**config.mk**
```make
export PLATFORM = sky130hd
export DESIGN_NAME = mem_arbiter
export DESIGN_NICKNAME = d
export VERILOG_FILES = /design/src/rtl/mem_arbiter.sv
export SDC_FILE = /design/constraint.sdc
export NUM_CORES = 1
export LEC_CHECK = 0
export CAP_MARGIN = 10
export CORE_ASPECT_RATIO = 0.6
export CORE_UTILIZATION = 17
export DETAILED_ROUTE_END_ITERATION = 8
export PLACE_DENSITY = 0.86
export SETUP_SLACK_MARGIN = 0.05
export SLEW_MARGIN = 15
export SYNTH_ARGS = -nofsm -noshare
export SYNTH_HDL_FRONTEND = slang
export SYNTH_SLANG_ARGS = --single-unit
export TNS_END_PERCENT = 100
```
**constraint.sdc**
```tcl
create_clock -name clk -period 2 [get_ports clk]
set_input_delay 0.6 -clock clk [delete_from_list [all_inputs] [get_ports clk]]
set_output_delay 0.6 -clock clk [all_outputs]
set_load 0.005 [all_outputs]
```
**src/rtl/mem_arbiter.sv**
```systemverilog
// ============================================================================
// Module   : mem_arbiter
// Brief    : Instruction/data port arbiter onto one single-ported memory.
// Revision : 1.0
// ============================================================================
`default_nettype none

module mem_arbiter #(
    parameter int SIZE_LOG2    = 13,
    parameter int STARVE_LIMIT = 3
) (
    input  logic                 clk,
    input  logic                 rst,
    // instruction port
    input  logic                 i_req,
    input  logic [SIZE_LOG2-1:0] i_addr,
    output logic                 i_gnt,
    output logic                 i_rvalid,
    output logic [31:0]          i_rdata,
    // data port
    input  logic                 d_req,
    input  logic                 d_we,
    input  logic [1:0]           d_size,
    input  logic                 d_signed,
    input  logic [SIZE_LOG2-1:0] d_addr,
    input  logic [31:0]          d_wdata,
    output logic                 d_gnt,
    output logic                 d_rvalid,
    output logic [31:0]          d_rdata,
    output logic                 d_err,
    // memory side
    output logic                 m_we,
    output logic [1:0]           m_size,
    output logic                 m_signed,
    output logic [SIZE_LOG2-1:0] m_addr,
    output logic [31:0]          m_wdata,
    input  logic [31:0]          m_rd
);

    localparam int            CW      = (STARVE_LIMIT < 1) ? 1 : $clog2(STARVE_LIMIT + 1);
    localparam logic [CW-1:0] C_LIMIT = CW'(STARVE_LIMIT);
    localparam logic [1:0]    C_WORD  = 2'b10;

    typedef enum logic [1:0] {
        NONE = 2'd0,
        RD_I = 2'd1,
        RD_D = 2'd2
    } state_t;

    state_t        r_state;
    logic [CW-1:0] r_starve;
    logic          r_d_err;

    logic w_d_legal;
    logic w_i_win;

    assign w_d_legal = (d_size != 2'b11);
    // Data normally wins; a starved instruction port takes one cycle back.
    assign w_i_win   = i_req && (!d_req || (r_starve == C_LIMIT));

    assign i_gnt = !rst && w_i_win;
    assign d_gnt = !rst && d_req && !w_i_win;

    always_ff @(posedge clk) begin
        if (rst) begin
            r_state  <= NONE;
            r_starve <= '0;
            r_d_err  <= 1'b0;
        end else begin
            if (i_req && !i_gnt)
                r_starve <= (r_starve == C_LIMIT) ? r_starve : r_starve + 1'b1;
            else
                r_starve <= '0;

            if (i_gnt)
                r_state <= RD_I;
            else if (d_gnt && !d_we && w_d_legal)
                r_state <= RD_D;
            else
                r_state <= NONE;

            r_d_err <= d_gnt && !w_d_legal;
        end
    end

    // Read data is passed straight from memory; rst masks a pending response.
    assign i_rvalid = !rst && (r_state == RD_I);
    assign d_rvalid = !rst && (r_state == RD_D);
    assign i_rdata  = i_rvalid ? m_rd : 32'd0;
    assign d_rdata  = d_rvalid ? m_rd : 32'd0;
    assign d_err    = !rst && r_d_err;

    always_comb begin
        m_we     = 1'b0;
        m_size   = C_WORD;
        m_signed = 1'b0;
        m_addr   = '0;
        m_wdata  = 32'd0;
        if (i_gnt) begin
            m_addr = i_addr;
        end else if (d_gnt) begin
            // Illegal size degrades to a harmless word read with no response.
            m_we     = d_we && w_d_legal;
            m_size   = w_d_legal ? d_size : C_WORD;
            m_signed = d_signed;
            m_addr   = d_addr;
            m_wdata  = d_wdata;
        end
    end

endmodule

`default_nettype wire

```
==> impl_metrics.yaml <==
# generated from flow reports
outcome:
  outcome: "complete, but fails checks"
  failed_checks: "setup timing"
sta:
  period_minus_slack_ps: 2290
  fin_ws_ps: -294
  fin_skew_ps: 1.31
  final-setup-viol-count: 116
layout:
  instances_no_fill: 496
  seq_share: 0.0237
  area_growth_syn_to_layout_pct: 331
  logic_gates: 127
  diodes: 0
global_route:
  met2_usage: 0.404
  grt.busiest_layer: "met2"
place:
  pre_cts_ws_ps: -915
  dp.cells: 440
synthesis:
  fp_nets: 244
  synth_flops: 5
  synth_cell_type_count: 17
setup_path:
  timing.rr.end: "r_state[1]$_SDFF_PP0_"
die:
  row_count: 21
clock_tree:
  cts.repair.resized: 595
  hold_buffers: 0
  cts_sinks: 5
  htree_num_levels: 1
  clk_pin_slew_ps: 30
job:
  warning_count: 28
route:
  final_antenna_net_count: 0
  routedWlPerCell_um: 16.9
  drtIter0Drc: 37
-- worst max-delay path: cells and delay by family --
kind / cells / cell delay [ps]
AOI/OAI and AO/OA: 1 / 140
buffers and inverters: 5 / 550
and+or+nand+nor: 2 / 400
-- through the flow --
| stage | area, um^2 | power [uW] |
|---|---|---|
| 2_1_floorplan | 1020 | 197 |
| 4_1_cts | 3910 | 835 |
| 6_report | 4320 | 897 |
| 5_1_grt | 4320 | 945 |
| 3_5_place_dp | 3340 | 548 |
| 3_3_place_gp | 3340 | 543 |
-- cell usage after synthesis, drive strengths merged --
master / n / area share
nand2b: 1 / 0.0062
ha: 1 / 0.012
dfxtp: 5 / 0.10
inv: 1 / 0.0037
and2: 97 / 0.61
nor3b: 6 / 0.050
buf: 5 / 0.025
and4b: 1 / 0.010
nor4bb: 1 / 0.010
nand2: 2 / 0.0075
a22o: 13 / 0.11
nor2: 1 / 0.0037
nand3b: 1 / 0.0075
and3: 1 / 0.0062
clkbuf: 7 / 0.026
nor2b: 2 / 0.012
-- flip-flops by register name, indices dropped and copies added, names as in the netlist --
register,count
r_starve,2
r_state,2
r_d_err,1
-- power groups by stage --
| stage | clock (uW) | sequential (uW) | combinational (uW) |
|---|---|---|---|
| after CTS | 187 | 106 | 542 |
| final | 182 | 106 | 609 |
| after detailed placement | 0 | 106 | 442 |
| after floorplan | 0 | 106 | 90.8 |
| after global placement | 0 | 106 | 436 |
| after global routing | 195 | 107 | 643 |
-- cells by family after synthesis --
group | Yosys count | share of synthesized area
simple gates | 113 | 0.719
compound gates | 13 | 0.114
buf+inv | 13 | 0.0549
flops | 5 | 0.0999
fa+ha+maj | 1 | 0.0125
-- metal layers --
metal	share of wire	routed length, um	vias up
met4	0.038	318	0
met5	0	0	-
met2	0.53	4460	105
met3	0.058	486	20
li1	-	-	1015
met1	0.37	3100	994
Power grid:
Scale bar: 20 um. Pins as bars on the die edge.
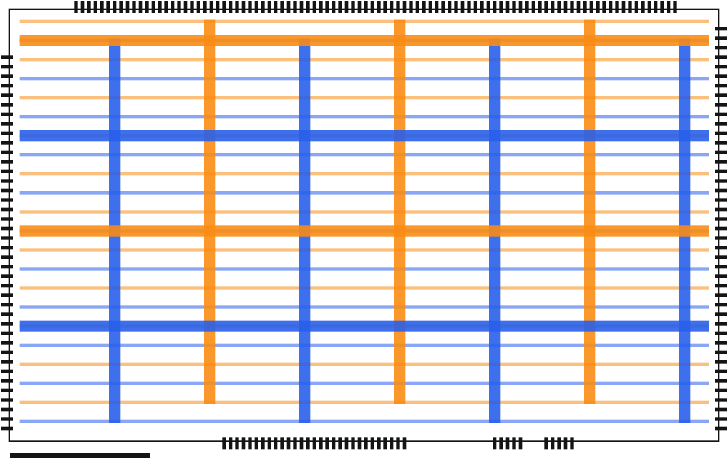
| colour | net |
|---|---|
| orange | VDD |
| blue | VSS |
met5 straps: 4
rows: 21
met4 straps: 7
met1 rails: 22

Placement by cell class:
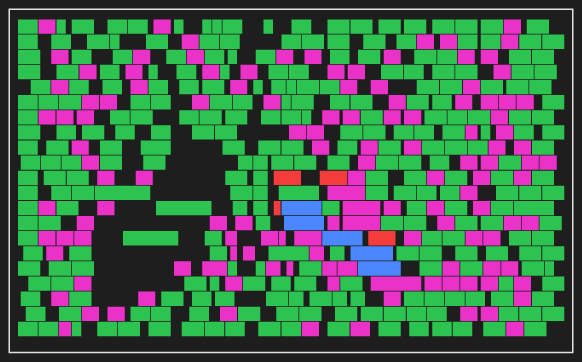
| colour | class | cells | share of their area |
|---|---|---|---|
| magenta | all other logic | 128 | 27% |
| blue | flip-flops | 5 | 2.4% |
| red | clock drivers and dummy loads | 4 | 1.1% |
| green | other buffers and delay cells | 279 | 69% |

Clock network drawn from the DEF:
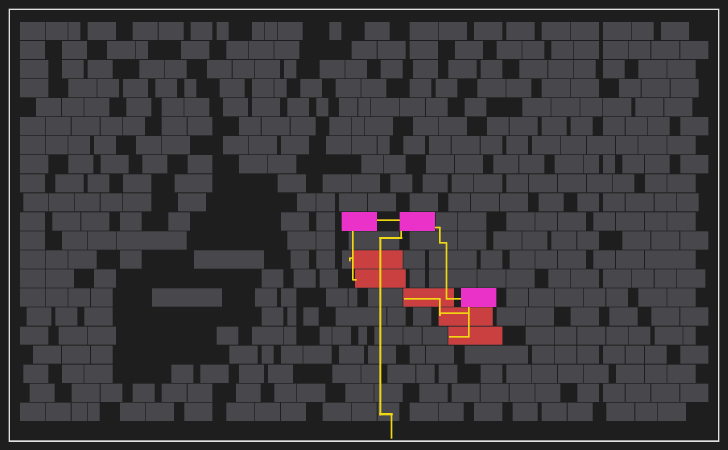
[magenta] cells driving clock nets | count: 3
[yellow] clock wires | length: 96.4 um
[red] flip-flops | count: 5
routed clock nets: 4

Signal wires by layer:
Scale bar: 20 um.
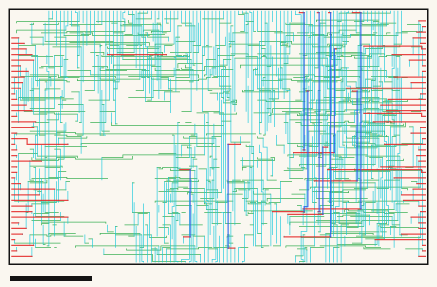
| colour | layer | wire length |
|---|---|---|
| blue | met4 | 319 um |
| green | met1 | 3100 um |
| red | met3 | 486 um |
| cyan | met2 | 4460 um |

Power and IR drop assume default switching activity.
